**src/rtl/rv_pkg.sv**
```systemverilog
// Shared RV32I load/store definitions: funct3 encodings, sequencer states and
// size/legality decode helpers.
package rv_pkg;

  localparam logic [2:0] F3_B  = 3'b000;
  localparam logic [2:0] F3_H  = 3'b001;
  localparam logic [2:0] F3_W  = 3'b010;
  localparam logic [2:0] F3_BU = 3'b100;
  localparam logic [2:0] F3_HU = 3'b101;

  typedef enum logic [1:0] {IDLE, ACCESS, RESP} lsu_state_t;

  // Access size in bytes; 0 marks an undefined size encoding.
  function automatic logic [2:0] size_bytes(input logic [2:0] funct3);
    case (funct3[1:0])
      2'b00:   return 3'd1;
      2'b01:   return 3'd2;
      2'b10:   return 3'd4;
      default: return 3'd0;
    endcase
  endfunction

  function automatic logic is_legal(input logic we, input logic [2:0] funct3);
    if (we) return (funct3 == F3_B) || (funct3 == F3_H) || (funct3 == F3_W);
    return (funct3 == F3_B) || (funct3 == F3_H) || (funct3 == F3_W) ||
           (funct3 == F3_BU) || (funct3 == F3_HU);
  endfunction

endpackage

```
**src/rtl/rv_load_ext.sv**
```systemverilog
// Combinational load-data extract and sign/zero extension from the beat
// accumulator, using the address byte offset within a memory word.
module rv_load_ext
  import rv_pkg::*;
#(
  parameter int XLEN  = 32,
  parameter int MEM_W = 8
) (
  input  logic [XLEN-1:0] acc_i,
  input  logic [1:0]      lsb_i,
  input  logic [2:0]      funct3_i,
  output logic [XLEN-1:0] data_o
);

  // Only offsets inside one memory beat select a lane; wider accesses are aligned.
  localparam logic [1:0] LMASK = 2'(MEM_W / 8 - 1);

  logic [XLEN-1:0] sh;

  always_comb begin
    sh = acc_i >> {(lsb_i & LMASK), 3'b000};
    case (funct3_i)
      F3_B:    data_o = {{(XLEN-8){sh[7]}}, sh[7:0]};
      F3_H:    data_o = {{(XLEN-16){sh[15]}}, sh[15:0]};
      F3_W:    data_o = sh;
      F3_BU:   data_o = {{(XLEN-8){1'b0}}, sh[7:0]};
      F3_HU:   data_o = {{(XLEN-16){1'b0}}, sh[15:0]};
      default: data_o = '0;
    endcase
  end

endmodule

```
**src/rtl/rv_lsu_seq.sv**
```systemverilog
// Load/store sequencer: splits one core access into little-endian MEM_W-bit
// memory beats, reassembles load data and flags misaligned/illegal requests.
module rv_lsu_seq
  import rv_pkg::*;
#(
  parameter int XLEN   = 32,
  parameter int ADDR_W = 32,
  parameter int MEM_W  = 8
) (
  input  logic              sysclk,
  input  logic              sysreset,
  input  logic              req_valid,
  output logic              req_ready,
  input  logic              req_we,
  input  logic [2:0]        req_funct3,
  input  logic [ADDR_W-1:0] req_addr,
  input  logic [XLEN-1:0]   req_wdata,
  output logic              resp_valid,
  output logic [XLEN-1:0]   resp_rdata,
  output logic              resp_err,
  output logic              mem_req,
  output logic              mem_we,
  output logic [ADDR_W-1:0] mem_addr,
  output logic [MEM_W-1:0]  mem_wdata,
  input  logic              mem_ack,
  input  logic [MEM_W-1:0]  mem_rdata
);

  localparam int BPB   = MEM_W / 8;
  localparam int NLANE = XLEN / MEM_W;
  localparam logic [ADDR_W-1:0] BPB_A      = ADDR_W'(BPB);
  localparam logic [ADDR_W-1:0] ALIGN_MASK = ~ADDR_W'(BPB - 1);

  lsu_state_t        state_q, state_d;
  logic [2:0]        beat_q, beat_d;
  logic [XLEN-1:0]   acc_q, acc_d;
  logic              err_q, err_d;
  logic              we_q, we_d;
  logic [2:0]        f3_q, f3_d;
  logic [ADDR_W-1:0] addr_q, addr_d;
  logic [XLEN-1:0]   wdata_q, wdata_d;

  logic [2:0]        size_in;
  logic              misal;
  logic [XLEN-1:0]   rep;
  logic [XLEN-1:0]   ext;

  function automatic logic [2:0] num_beats(input logic [2:0] f3);
    int n;
    n = (int'(size_bytes(f3)) * 8) / MEM_W;
    if (n < 1) n = 1;
    return 3'(n);
  endfunction

  assign size_in = size_bytes(req_funct3);
  assign misal   = (req_addr[1:0] & 2'(size_in - 3'd1)) != 2'b00;

  // Store data replicated across the word so any lane a beat selects carries it.
  always_comb begin
    case (f3_q[1:0])
      2'b00:   rep = {(XLEN/8){wdata_q[7:0]}};
      2'b01:   rep = {(XLEN/16){wdata_q[15:0]}};
      default: rep = wdata_q;
    endcase
  end

  always_comb begin
    state_d    = state_q;
    beat_d     = beat_q;
    acc_d      = acc_q;
    err_d      = err_q;
    we_d       = we_q;
    f3_d       = f3_q;
    addr_d     = addr_q;
    wdata_d    = wdata_q;
    req_ready  = 1'b0;
    mem_req    = 1'b0;
    resp_valid = 1'b0;
    case (state_q)
      IDLE: begin
        req_ready = 1'b1;
        if (req_valid) begin
          we_d    = req_we;
          f3_d    = req_funct3;
          addr_d  = req_addr;
          wdata_d = req_wdata;
          beat_d  = 3'd0;
          acc_d   = '0;
          if (!is_legal(req_we, req_funct3) || misal) begin
            err_d   = 1'b1;
            state_d = RESP;
          end else begin
            err_d   = 1'b0;
            state_d = ACCESS;
          end
        end
      end
      ACCESS: begin
        mem_req = 1'b1;
        if (mem_ack) begin
          for (int k = 0; k < NLANE; k++)
            if (beat_q == 3'(k)) acc_d[k*MEM_W +: MEM_W] = mem_rdata;
          beat_d = beat_q + 3'd1;
          if (beat_q == num_beats(f3_q) - 3'd1) state_d = RESP;
        end
      end
      RESP: begin
        resp_valid = 1'b1;
        state_d    = IDLE;
      end
      default: state_d = IDLE;
    endcase
  end

  always_comb begin
    mem_we    = 1'b0;
    mem_addr  = '0;
    mem_wdata = '0;
    if (state_q == ACCESS) begin
      mem_we   = we_q;
      mem_addr = (addr_q & ALIGN_MASK) + ADDR_W'(beat_q) * BPB_A;
      for (int k = 0; k < NLANE; k++)
        if (beat_q == 3'(k)) mem_wdata = rep[k*MEM_W +: MEM_W];
    end
  end

  rv_load_ext #(.XLEN(XLEN), .MEM_W(MEM_W)) u_ext (
    .acc_i    (acc_q),
    .lsb_i    (addr_q[1:0]),
    .funct3_i (f3_q),
    .data_o   (ext)
  );

  assign resp_err   = (state_q == RESP) && err_q;
  assign resp_rdata = (state_q == RESP && !err_q && !we_q) ? ext : '0;

  always_ff @(posedge sysclk) begin
    if (sysreset) begin
      state_q <= IDLE;
      beat_q  <= 3'd0;
      acc_q   <= '0;
      err_q   <= 1'b0;
    end else begin
      state_q <= state_d;
      beat_q  <= beat_d;
      acc_q   <= acc_d;
      err_q   <= err_d;
    end
  end

  // Request fields are only meaningful while a request is in flight.
  always_ff @(posedge sysclk) begin
    we_q    <= we_d;
    f3_q    <= f3_d;
    addr_q  <= addr_d;
    wdata_q <= wdata_d;
  end

endmodule

```
**config.mk**
```make
export PLATFORM = sky130hd
export DESIGN_NAME = rv_lsu_seq
export DESIGN_NICKNAME = d
export VERILOG_FILES = /design/src/rtl/rv_pkg.sv /design/src/rtl/rv_load_ext.sv /design/src/rtl/rv_lsu_seq.sv
export SDC_FILE = /design/constraint.sdc
export NUM_CORES = 1
export LEC_CHECK = 0
export CAP_MARGIN = 25
export CORE_AREA = 2 2 115 117
export CTS_CLUSTER_DIAMETER = 100
export DETAILED_ROUTE_END_ITERATION = 7
export DIE_AREA = 0 0 117 119
export GPL_ROUTABILITY_DRIVEN = 0
export GPL_TIMING_DRIVEN = 0
export PLACE_DENSITY_LB_ADDON = 0.08
export SLEW_MARGIN = 20
export SYNTH_ARGS = -nofsm -noshare
export SYNTH_HDL_FRONTEND = slang
export SYNTH_SLANG_ARGS = --single-unit
```
**constraint.sdc**
```tcl
create_clock -name sysclk -period 2.6 [get_ports sysclk]
set_input_delay 0.65 -clock sysclk [delete_from_list [all_inputs] [get_ports sysclk]]
set_output_delay 0.65 -clock sysclk [all_outputs]
set_load 0.02 [all_outputs]
```
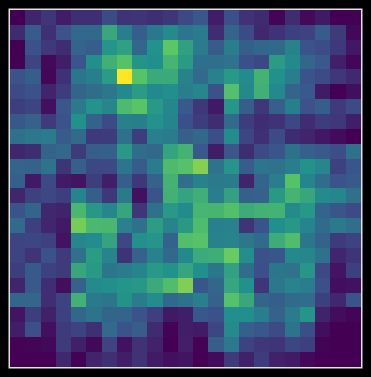
*Wire density map*
Drawn at 3 px/µm. The die is cut into 23 by 24 equal tiles; dark purple is low, yellow is high, scaled to the fullest tile. Values are wire area over tile area, all layers added.
The densest ninth of the die: center. The mean over all tiles is 0.19. The fullest tile reaches 0.62. 17% of the tiles are over half the peak. 5.3% of the tiles are nearly empty.
overall global routing resource usage: 23.6%
via count: 5273
overall routed net length: 16.9 mm
routed wire length per instance: 17.6 µm

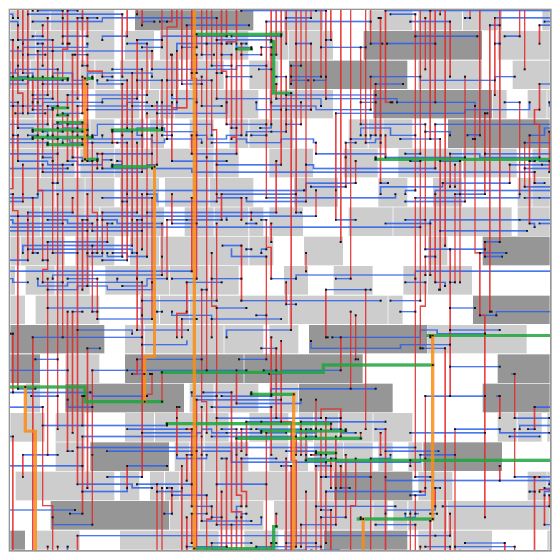
*A small window of the routed layout*
Window x 34 to 84, y 58 to 108 µm. Cells in gray, sequential cells in the stronger gray; small squares are vias.
Green stands for M3. Red stands for M2. Orange stands for M4. Blue stands for M1.
Sequential cells in the window: 20. Most frequent: buf_4 (20), edfxtp_1 (13), buf_6 (11). 181 logic cells have their middle in the window. Netlist names of flops here include addr_q (10), acc_q (2), beat_q (2).

==> run summary <==
Status = finished, violations left
Violations in the final reports = negative setup slack
Setup bufs post-CTS = 46
CTS H-tree depth = 3
Sort of element at the end of the critical path = output pin
Dominant Register Cell = sky130_fd_sc_hd__edfxtp_1
Antenna Diode Count = 0
Highest achievable clock rate = 0.318 GHz
Part of the cycle the worst path needs = 121%
Clock Power Share = 33.4%
Power, Total = 4.51 mW
Arithmetic-cell share of the synthesized area counting full adders, half adders and majority gates = 3.09%
TritonCTS clock tree = done
Average instance area after synthesis = 10.1 µm²
List of cells traversed by the critical path = ha_4, fa_2, a21oi_4, or4_4, buf_6, or4_4, a21oi_4, buf_6
Layout cell share with drive strength beyond 1 = 39.7%
Flip-flop and latch area = 0.00281 mm²
Worst Hold Margin = 0.479 ns
Largest net degree at the start of global routing = 53
Worst reg2reg path endpoint = acc_q[29]
Parity-gate share of the synthesized area counting xor and xnor cells = 1.75%
Chip Area, Yosys = 0.00552 mm²
Cts bufs inserted = 9
RSZ-0062 raised after global routing = yes
Number of gates given a new drive strength after cts = 513
Clock Path Buffers = 2
Most heavily used metal layer in global routing = met2
Critical path startpoint category = register
Number of cells on the worst reg-to-reg path = 8
Grt met1 use = 30.1%
GRT met3 Usage = 6.36%
Overall overflow remaining after global route = 0
Total of fill cells in the finished design = 905
Delay of the slowest critical-path stage = 0.44 ns
Number of max-cap violations = 0
Wire length of the first global-routing pass = 25.6 mm
Seq. pwr = 2.01 mW
Critical Path Sink = mem_addr[30]
Complex Gates by Area = 14.2%
Die X-Extent = 117 µm
Buffers & Inverters on Critical Path = 2
Number of pins with negative max-slew slack in the final report = 0
Async S/R FF share, synth = 0%
Latest clock arrival within the worst-skew pair = 0.36 ns
CORE AREA = 0.0129 mm²
Placed Instances = 881
Post-placement worst setup slack = -1.02 ns
Number of global-route vias before repair = 5057
Yosys stat cell total = 547
Number of nets at the end of the flow = 869
Share of the synthesized area in the top cell type = 37.0%
Peak ir drop on the vdd network = 456 µV
Post-synth top cells = 68 x sky130_fd_sc_hd__edfxtp_1, 57 x sky130_fd_sc_hd__a21oi_1, 56 x sky130_fd_sc_hd__nand2_1
Pwr Density = 488 mW/mm²
Post-synthesis instance area = 0.00552 mm²
Switching Fraction = 27.7%
Yosys warning count = 0
Required time at the worst-slack endpoint = 1.95 ns
Reg2Reg Setup Slack = 0.33 ns
Power in the clock group = 1.50 mW
Vias per cell = 5.51
Count of unresolved DRC violations after routing = 0
Normalized max-slew margin = 36.2%
Flip-flop and latch count after synthesis = 106
Beginning of the worst hold path = acc_q[31]
Category of the most critical setup path = reg2out
Number of instances on the worst hold path = 2
Design internal power = 3.26 mW
Total negative slack for setup checks = -20.26 ns
Summed area of non-filler cells in the final layout = 0.00924 mm²
End point of the worst hold path = acc_q[31]
Comb power = 0.993 mW
Launch point of the critical path = beat_q[0]
Largest delay contributor family on the critical path = simple AND/OR/NAND/NOR gates
NetSw = 1.25 mW
Worst Slack Setup Final = -0.541 ns
Number of standard cells in the final layout excluding fillers = 957
Standby leakage power = 3.43 nW
Count of cell types in the netlist = 48
Cell taking the most area after synthesis = sky130_fd_sc_hd__edfxtp_1
Initial detailed-routing violation count = 474
Group drawing the most power = registers
Number of input and output port buffers inserted = 156
Ports = 157
Logic gate share of total power = 22.0%
Post-CTS Hold Fix Bufs = 0
Share of the yosys chip area belonging to registers = 50.8%
Crit path DAT = 2.49 ns
Net count after synthesis = 640
Warning total across the stage logs = 35
Growth of design area from synthesis to finish = 67.6%
Instance area at placement = 0.00762 mm²
Combinational family with the most area after synthesis = simple AND/OR/NAND/NOR gates
Top fanout value on the critical path = 5
Clock root buffer = sky130_fd_sc_hd__clkbuf_16
Library cell with the highest instance count after synthesis = sky130_fd_sc_hd__edfxtp_1
Final setup violation count = 68
Post-synth tally of flip-flops with integrated enable = 68
Setup Skew = 0.00662 ns
Flop pwr share = 44.6%
Logic area = 0.00346 mm²
Number of nets still failing antenna checks after routing = 0
Number of instances in the synthesized netlist = 547
Ranking of synthesized cells by area = sky130_fd_sc_hd__edfxtp_1 37%, sky130_fd_sc_hd__dfxtp_1 14%, sky130_fd_sc_hd__mux2i_1 6.0%
Overall die height = 119 µm
Simple Share, Synth = 20.7%
Final worst path period need = 3.14 ns
Levels on crit path = 8
RR Startpoint = beat_q[2]
Final hold vios = 0
Met2 demand-to-capacity share in global routing = 39.1%
Hold crit path type = reg2reg
Effective utilization at floorplan = 42.8%
Initial antenna violation count = 0
Worst Tran Pin Value = 0.956 ns
MUX share of area = 6.19%
Number of iterations in the first detailed-routing pass = 6
Total die size = 0.0139 mm²
HPWL Detailed = 11.0 mm
Cell with the largest stage delay on the worst path = sky130_fd_sc_hd__or4_4
Clock transition at the register clock pins on the worst setup and hold paths after CTS = 0.07 ns
Highest-count logic cell in the final layout = sky130_fd_sc_hd__buf_4
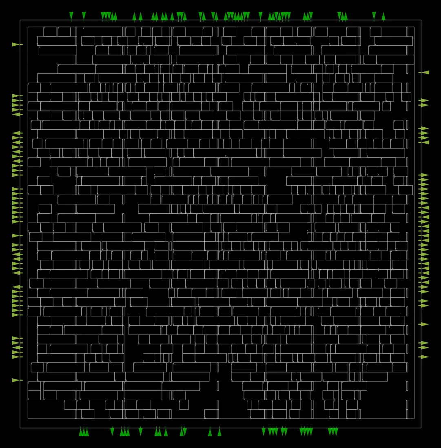
*Placed standard cells*
count of sequential standard cells: 106
placement row count: 42
post-layout utilization of the core: 71.8%
number of well taps: 176

==> state kept, by name, summed over array words and instances (netlist names) <==
signal	cells
err_q	1
addr_q	32
beat_q	3
state_q	2
wdata_q	32
we_q	1
acc_q	32
f3_q	3
==> routing by layer <==
layer | part of all wire (%) | vias to the layer above
li1 | - | 2483
met1 | 42 | 2553
met2 | 49 | 209
met3 | 6.3 | 28
met4 | 1.9 | 0
met5 | 0 | -
==> cell type report <==
type / instances / area share [%]
clock buffers: 9 / 2.44
repair buffers: 227 / 23.2
well taps: 176 / 2.38
inverters: 12 / 0.514
multi-input cells: 394 / 37.4
flip-flops and latches: 106 / 30.4
plain buffers: 26 / 2.60
clock inverters: 7 / 1.10
Power figures rest on the tool's default switching activity, not on a simulated workload.
